## config.mk

```make
export PLATFORM = sky130hd
export DESIGN_NAME = array_rr_scheduler
export DESIGN_NICKNAME = d
export VERILOG_FILES = /design/src/rtl/array_rr_scheduler_pkg.sv /design/src/rtl/array_rr_scheduler.sv
export SDC_FILE = /design/constraint.sdc
export NUM_CORES = 1
export LEC_CHECK = 0
export CAP_MARGIN = 30
export CORE_AREA = 4 4 215 217
export CTS_CLUSTER_DIAMETER = 40
export DETAILED_ROUTE_END_ITERATION = 6
export DIE_AREA = 0 0 219 221
export SLEW_MARGIN = 30
export SYNTH_ARGS = -nofsm -noshare
export SYNTH_HDL_FRONTEND = slang
export SYNTH_SLANG_ARGS = --single-unit
```

## constraint.sdc

```tcl
create_clock -name clk -period 2.4 [get_ports clk]
set_input_delay 0.48 -clock clk [delete_from_list [all_inputs] [get_ports clk]]
set_output_delay 0.48 -clock clk [all_outputs]
set_load 0.05 [all_outputs]
```

## src/rtl/array_rr_scheduler_pkg.sv

```systemverilog
// Shared types for the array round-robin scheduler.
//   int_5          : one array word, five 32-bit two's-complement integers
//   sched_state_t  : POLL0 / POLL1 / SEND
//   CNT_W_DEFAULT  : default width of the per-source transfer counters
package array_sched_types;

  typedef logic signed [0:4][31:0] int_5;

  typedef enum logic [1:0] {
    POLL0 = 2'd0,
    POLL1 = 2'd1,
    SEND  = 2'd2
  } sched_state_t;

  localparam int CNT_W_DEFAULT = 32;

endpackage

```

## src/rtl/array_rr_scheduler.sv

```systemverilog
// array_rr_scheduler
// Shares one int_5 consumer port between two array producers. The block
// polls requester 0 and 1 alternately, captures one array from the polled
// requester when it is valid, forwards it tagged with its source, and then
// hands the next poll to the other requester (round-robin after every grant).
//
// Ports
//   clk, rst              : clock, synchronous active-high reset
//   reqK_in               : array from requester K (K = 0/1)
//   reqK_in_sync          : requester K has valid data
//   reqK_in_notify        : block is polling requester K (registered)
//   arr_out, arr_out_src  : forwarded array and its source index
//   arr_out_sync          : consumer ready
//   arr_out_notify        : arr_out/arr_out_src valid (registered)
//   cnt0, cnt1            : wrapping count of arrays forwarded per source
module array_rr_scheduler
  import array_sched_types::*;
#(
  parameter int CNT_W = CNT_W_DEFAULT
) (
  input  logic             clk,
  input  logic             rst,
  input  int_5             req0_in,
  input  logic             req0_in_sync,
  output logic             req0_in_notify,
  input  int_5             req1_in,
  input  logic             req1_in_sync,
  output logic             req1_in_notify,
  output int_5             arr_out,
  output logic             arr_out_src,
  input  logic             arr_out_sync,
  output logic             arr_out_notify,
  output logic [CNT_W-1:0] cnt0,
  output logic [CNT_W-1:0] cnt1
);

  sched_state_t     state_q, state_d;
  logic             req0_notify_q, req0_notify_d;
  logic             req1_notify_q, req1_notify_d;
  logic             out_notify_q, out_notify_d;
  int_5             arr_q, arr_d;
  logic             src_q, src_d;
  logic [CNT_W-1:0] cnt0_q, cnt0_d;
  logic [CNT_W-1:0] cnt1_q, cnt1_d;

  // The notifies are registered copies of the next state decode, so at most
  // one of them is ever high. Only the polled requester's sync is looked at.
  always_comb begin
    state_d       = state_q;
    req0_notify_d = req0_notify_q;
    req1_notify_d = req1_notify_q;
    out_notify_d  = out_notify_q;
    arr_d         = arr_q;
    src_d         = src_q;
    cnt0_d        = cnt0_q;
    cnt1_d        = cnt1_q;

    case (state_q)
      POLL0: begin
        req0_notify_d = 1'b0;
        if (req0_notify_q && req0_in_sync) begin
          arr_d        = req0_in;
          src_d        = 1'b0;
          out_notify_d = 1'b1;
          state_d      = SEND;
        end else begin
          req1_notify_d = 1'b1;
          state_d       = POLL1;
        end
      end
      POLL1: begin
        req1_notify_d = 1'b0;
        if (req1_notify_q && req1_in_sync) begin
          arr_d        = req1_in;
          src_d        = 1'b1;
          out_notify_d = 1'b1;
          state_d      = SEND;
        end else begin
          req0_notify_d = 1'b1;
          state_d       = POLL0;
        end
      end
      SEND: begin
        if (out_notify_q && arr_out_sync) begin
          out_notify_d = 1'b0;
          // Next poll goes to the requester that was not just served.
          if (src_q) begin
            cnt1_d        = cnt1_q + 1'b1;
            req0_notify_d = 1'b1;
            state_d       = POLL0;
          end else begin
            cnt0_d        = cnt0_q + 1'b1;
            req1_notify_d = 1'b1;
            state_d       = POLL1;
          end
        end
      end
      default: begin
        state_d       = POLL0;
        req0_notify_d = 1'b1;
        req1_notify_d = 1'b0;
        out_notify_d  = 1'b0;
      end
    endcase
  end

  // State register stage: reset drops any pending array and restarts at POLL0.
  always_ff @(posedge clk) begin
    if (rst) begin
      state_q       <= POLL0;
      req0_notify_q <= 1'b1;
      req1_notify_q <= 1'b0;
      out_notify_q  <= 1'b0;
      arr_q         <= '{default: '0};
      src_q         <= 1'b0;
      cnt0_q        <= '0;
      cnt1_q        <= '0;
    end else begin
      state_q       <= state_d;
      req0_notify_q <= req0_notify_d;
      req1_notify_q <= req1_notify_d;
      out_notify_q  <= out_notify_d;
      arr_q         <= arr_d;
      src_q         <= src_d;
      cnt0_q        <= cnt0_d;
      cnt1_q        <= cnt1_d;
    end
  end

  assign req0_in_notify = req0_notify_q;
  assign req1_in_notify = req1_notify_q;
  assign arr_out_notify = out_notify_q;
  assign arr_out        = arr_q;
  assign arr_out_src    = src_q;
  assign cnt0           = cnt0_q;
  assign cnt1           = cnt1_q;

endmodule
```

### Metal 1, run 1

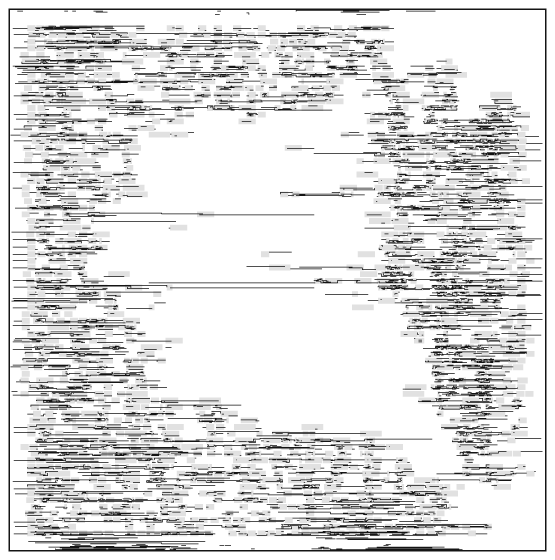
main direction: horizontal
nets with wire on the layer: 1,825
longest straight run: 73.6 um
wire length on this layer: 17,000 um
grt met1 use: 19.6%
vias after detailed routing: 10,900
Routed WL: 43,900 um

### Metal 2, run 1

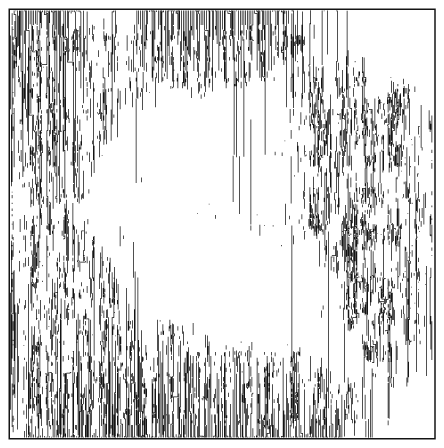
longest straight run: 91.1 um
share of all routed wire: 48%
nets with wire on the layer: 1,722
wire length on this layer: 21.3 mm
main direction: vertical
GRT met2 Usage: 29.3%

==> qor.yml, run 1 <==
global_route:
  grt_start_max_net_pins: 60
  grt_usage_pct: 17.3
power_and_ir_drop:
  p_int_mw: 10.5
  seq_power_share_pct: 28.5
  powerDensity_mw_per_mm2: 881
  power_frac_comb_pct: 33.9
  p_leak_nw: 6.44
  clkPwrFrac_pct: 37.6
floorplanning:
  die_h_um: 221
  die_x_um: 219
  die_area_mm2: 0.0484
critical_path:
  path_delay_family: "buffers and inverters"
  critPathLaunchType: "flop"
  slowest_stage: "clkdlybuf4s50_1"
  cp-startpoint: "cnt1[4]"
  critical_path_buf_inv_count: 1
  crit_fanout: 6
timing:
  worst_pin_slew_ns: 0.622
  finalHoldViolCount: 0
  fin_crit_sh_pct: 97.1
  drv_slew: 0
clocking:
  cts_setup_buffers: 0
  hold_buffers: 0
  cts_num_sinks: 230
  cts-htree-levels: 2
finish:
  instances_no_fill: 2317
  fin_nets: 2013
  stdcell_area_mm2: 0.0184
  fill_cells: 4369
yosys:
  synth.avg_cell_area_um2: 9.16
  syn-num-nets: 1455
  yosys_most_used_dff: "dfxtp_1"
  synthCells: 1128
  netlist_area_mm2: 0.0103
  synthXorXnorAreaFrac_pct: 1.27
  yosysTopAreaCell: "dfxtp_1"
  ys_seq_elements: 230
  top_cells_by_area: "dfxtp_1, mux2i_1, a211oi_1"
status:
  outcome: "complete, no violations"
routing:
  vias_per_cell: 4.68
  ant_nets: 0
### Local utilization, run 1

Bar = 50 um. 22 x 22 tiles, from dark blue (low) to red (high), 0 to 100% covered.
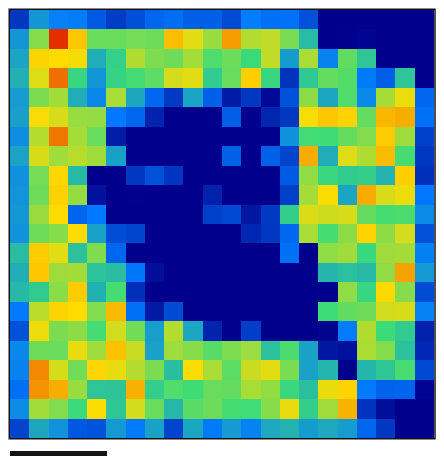
tiles over 75% full: 7.6%
emptiest ninth of the die: center
mean over tiles: 36%
utilization after layout: 41.6%
fp util: 23.4%
Core ar.: 0.0441 mm2

run 1: per-stage QoR:
step | hold slack [ns] | worst slack, ns
2_1_floorplan | 0.640 | 0.0747
3_3_place_gp | 0.475 | -0.129
3_5_place_dp | 0.489 | -0.230
4_1_cts | 0.418 | 0.00435
5_1_grt | 0.454 | 0.00262
6_report | 0.440 | 0.0692
run 1: metal layers:
| metal | share of wire, % | GRT usage, % |
|---|---|---|
| met1 | 39 | 19.6 |
| met2 | 48 | 29.3 |
| met3 | 10 | 7.35 |
| met4 | 2.8 | 5.73 |
| met5 | 0.066 | 0 |
run 1: cell type report:
class	count	share of cell area [%]
Timing Repair Buffer	606	33.5
Multi-Input combinational cell	794	29.1
Sequential cell	230	25.1
Clock buffer	60	6.95
Tap cell	592	4.04
Clock inverter	23	1.12
Inverter	8	0.164
Antenna cell	4	0.0545
run 1: worst paths after layout:
check            endpoint  slack, ns  depth (start not counted)
max               cnt1[4]       0.07                          1
max reg2reg      cnt0[27]       0.14                          4
min               cnt0[0]       0.44                          2
min reg2reg  arr_out[124]       0.49                          2
run 1: power by group through the flow:
stage                     Clock (mW)  Sequential (mW)  Combinational, mW
after floorplan                    0             6.36               1.60
after global placement             0             4.65               5.51
after detailed placement           0             4.67               5.53
after CTS                       6.25             4.61               5.55
after global routing            6.42             4.67               5.83
final                           6.07             4.61               5.49
run 1: synth_stat cells, drive strengths merged (2+ instances only):
cell	number
or3	16
nand3	24
ha	2
clkbuf	81
o21ai	15
nor3	5
o31ai	31
and2	5
nand4	24
nor2	180
a21oi	51
xor2	8
a211oi	160
nor2b	4
nand2	31
mux2	3
buf	15
mux2i	160
a31oi	2
nand4b	2
nor4	6
inv	8
dfxtp	230
and3	4
nand3b	3
xnor2	7
and4	10
or4	34
run 1: flip-flops by register name, summed over array words and instances (netlist names):
signal	count
arr_out	160
cnt0	32
cnt1	32
state_q	2
arr_out_notify	1
arr_out_src	1
req0_in_notify	1
req1_in_notify	1
run 1: kinds of logic (layout without fill, tap and decap cells):
group | Yosys count | after routing
other | 0 | 4
xor gates and xnor gates | 15 | 15
DFF | 230 | 230
adders and majority gates | 2 | 2
muxes | 163 | 163
AOI/OAI and AO/OA | 261 | 261
buffers and inverters | 104 | 697
and+or+nand+nor | 353 | 353
run 1: timing repair:
action,in CTS,in global routing
gates cloned,0,0
resized,3,8
setup endpoints to repair,3,8
run 1: layout by cell type (no fill, tap or decap), drive strengths merged, types with 9 or more instances in the layout:
cell type	Yosys	final
clkdlybuf4s50	0	540
dfxtp	230	230
nor2	180	180
a211oi	160	160
mux2i	160	160
clkbuf	81	61
buf	15	54
a21oi	51	51
or4	34	34
o31ai	31	31
nand2	31	31
nand3	24	24
nand4	24	24
or3	16	16
o21ai	15	15
inv	8	13
and4	10	10
clkinv	0	9
==> run 2: changes to the inputs <==
Settings changed: CORE_AREA 4 4 215 217 to 4 4 213 215, CTS_BUF_LIST from default to sky130_fd_sc_hd__clkbuf_8, DIE_AREA 0 0 219 221 to 0 0 217 219.
### Metal 1, run 2

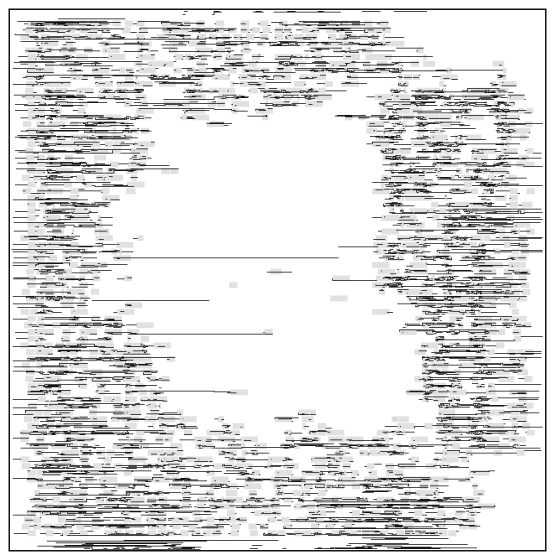
main direction: horizontal
wire length on this layer: 17,100 um
vias after detailed routing: 10,900
grt met1 use: 19.8%
Routed WL: 43,900 um

### Local utilization, run 2

Bar = 50 um. 22 x 22 tiles, from dark blue (low) to red (high), 0 to 100% covered.
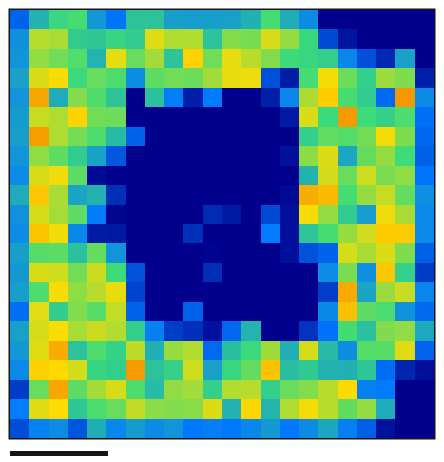
nearly empty tiles: 23%
mean over tiles: 36%
fullest tile: 83%
emptiest ninth of the die: center
tiles over 75% full: 5.0%
Core ar.: 0.0437 mm2
fp util: 23.6%
utilization after layout: 40.9%

### M4 wires, run 2

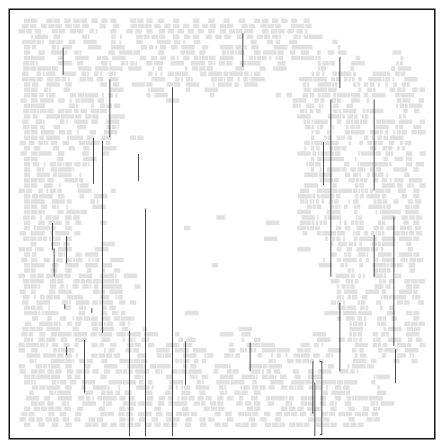
main direction: vertical
share of all routed wire: 2.4%
longest straight run: 178 um
wire length on this layer: 1,060 um
nets with wire on the layer: 17

==> run 2 against run 1 <==
  * Global-route usage is 0.19 points higher
  * Clock skew about the same
  * Die area down 1.8%
  * Critical endpoint is now cnt0[6]
  * Largest cell class unchanged
  * Largest power group is now combinational cells
==> qor.yml, run 2 <==
status:
  outcome: "complete, no violations"
yosys:
  yosysTopAreaCell: "dfxtp_1"
  syn-num-nets: 1455
  synth.most_common_cell: "dfxtp_1"
  yosys_most_used_dff: "dfxtp_1"
  common_cells: "dfxtp_1, nor2_1, a211oi_1, mux2i_1, clkbuf_1"
  synthXorXnorAreaFrac_pct: 1.27
  synthCells: 1128
  netlist_area_mm2: 0.0103
  synth.avg_cell_area_um2: 9.16
finish:
  largest_reg_flops: 160
  lay_top_count: "clkdlybuf4s50_1"
  fill_cells: 4396
  fin_nets: 2022
  final_cell_mix: "clkdlybuf4s50_1, dfxtp_1, nor2_1"
critical_path:
  crit_fanout: 4
  r2r-end: "cnt0[28]"
  critPathLaunchType: "flop"
  r2r_cells: 4
  r2r_slack_ns: 0.17
  path_delay_family: "buffers and inverters"
  critical_path_buf_inv_count: 1
clocking:
  cts_setup_buffers: 0
  cts-htree-levels: 2
  cts_num_sinks: 230
routing:
  vias_per_cell: 4.68
  ant_nets: 0
floorplanning:
  die_h_um: 219
  die_x_um: 217
  die_area_mm2: 0.0475
timing:
  hold_ws_ns: 0.330
  drv_slew: 0
  fin_crit_sh_pct: 96.4
power_and_ir_drop:
  power_frac_comb_pct: 38.1
  powerDensity_mw_per_mm2: 811
  seq_power_share_pct: 31.7
  p_int_mw: 9.10
  p_leak_nw: 6.54
worst_hold_path:
  min_to: "cnt1[0]"
  min_path_cells: 2
global_route:
  grt_use_met2_pct: 30.2
  top_usage_layer: "met2"
  grt_usage_pct: 17.5
-- run 2: power groups by stage --
stage               registers (mW)  logic, mW  clock network, mW
finish                        4.60       5.52               4.38
global route                  4.67       5.84               4.71
CTS                           4.60       5.58               4.53
detailed placement            4.67       5.57                  0
global placement              4.65       5.54                  0
floorplan                     6.36       1.60                  0
-- run 2: how the worst max path moves through the flow --
stage,startpoint,end,slack (ns),cells after the start
after floorplan,cnt0[3],cnt0[29],0.07,5
after global placement,arr_out_sync,cnt0[25],-0.15,5
after detailed placement,arr_out_sync,cnt0[25],-0.21,5
after CTS,cnt1[10],cnt1[10],0.0001,1
after global routing,cnt0[23],cnt0[23],0.006,1
final,cnt0[6],cnt0[6],0.09,1
-- run 2: repair_timing --
item / CTS / global route
endpoints found under the setup margin: 43 / 9
resized: 43 / 9
hold buffers: 0 / 0
-- run 2: cells by family (layout without fill, tap and decap cells) --
kind of cell             count (synthesis)  in the layout
buffers and inverters                  104            703
multiplexers                           163            163
AND-OR/OR-AND                          261            261
adder cells (fa/ha/maj)                  2              2
AND/OR/NAND/NOR                        353            353
flip-flops                             230            230
XOR/XNOR                                15             15
other                                    0              4
-- run 2: metrics by stage --
step,area [um2],cells,setup WS (ns),util [%],setup TNS (ns)
global placement,16900,2236,-0.149,38.6,-2.25
global route,17900,2323,0.00566,40.9,0
finish,17900,2323,0.0854,40.9,0
detailed placement,16900,2236,-0.211,38.6,-3.43
floorplan,10300,1128,0.0747,-,0
CTS,17800,2319,0.000146,40.8,0
-- run 2: final cells by class --
class | instances | share of cell area [%]
Timing Repair Buffer | 612 | 34.3
Multi-Input combinational cell | 794 | 29.9
Sequential cell | 230 | 25.8
Clock buffer | 57 | 4.39
Tap cell | 592 | 4.14
Clock inverter | 26 | 1.27
Inverter | 8 | 0.168
Antenna cell | 4 | 0.0560
-- run 2: worst reg2reg max path, stage by stage, from the launching register on --
cell     delay [ns]
dfxtp_2        0.31
or3b_1         0.43
or4_4          0.70
or4_1          0.56
a21oi_1        0.15
-- run 2: routing by layer --
metal | vias to the layer above | part of all wire (%)
li1 | 5352 | -
met2 | 377 | 49
met3 | 67 | 9.0
met1 | 5070 | 39
met5 | - | 0.091
met4 | 6 | 2.4
Power is estimated from default activity; no workload was simulated.
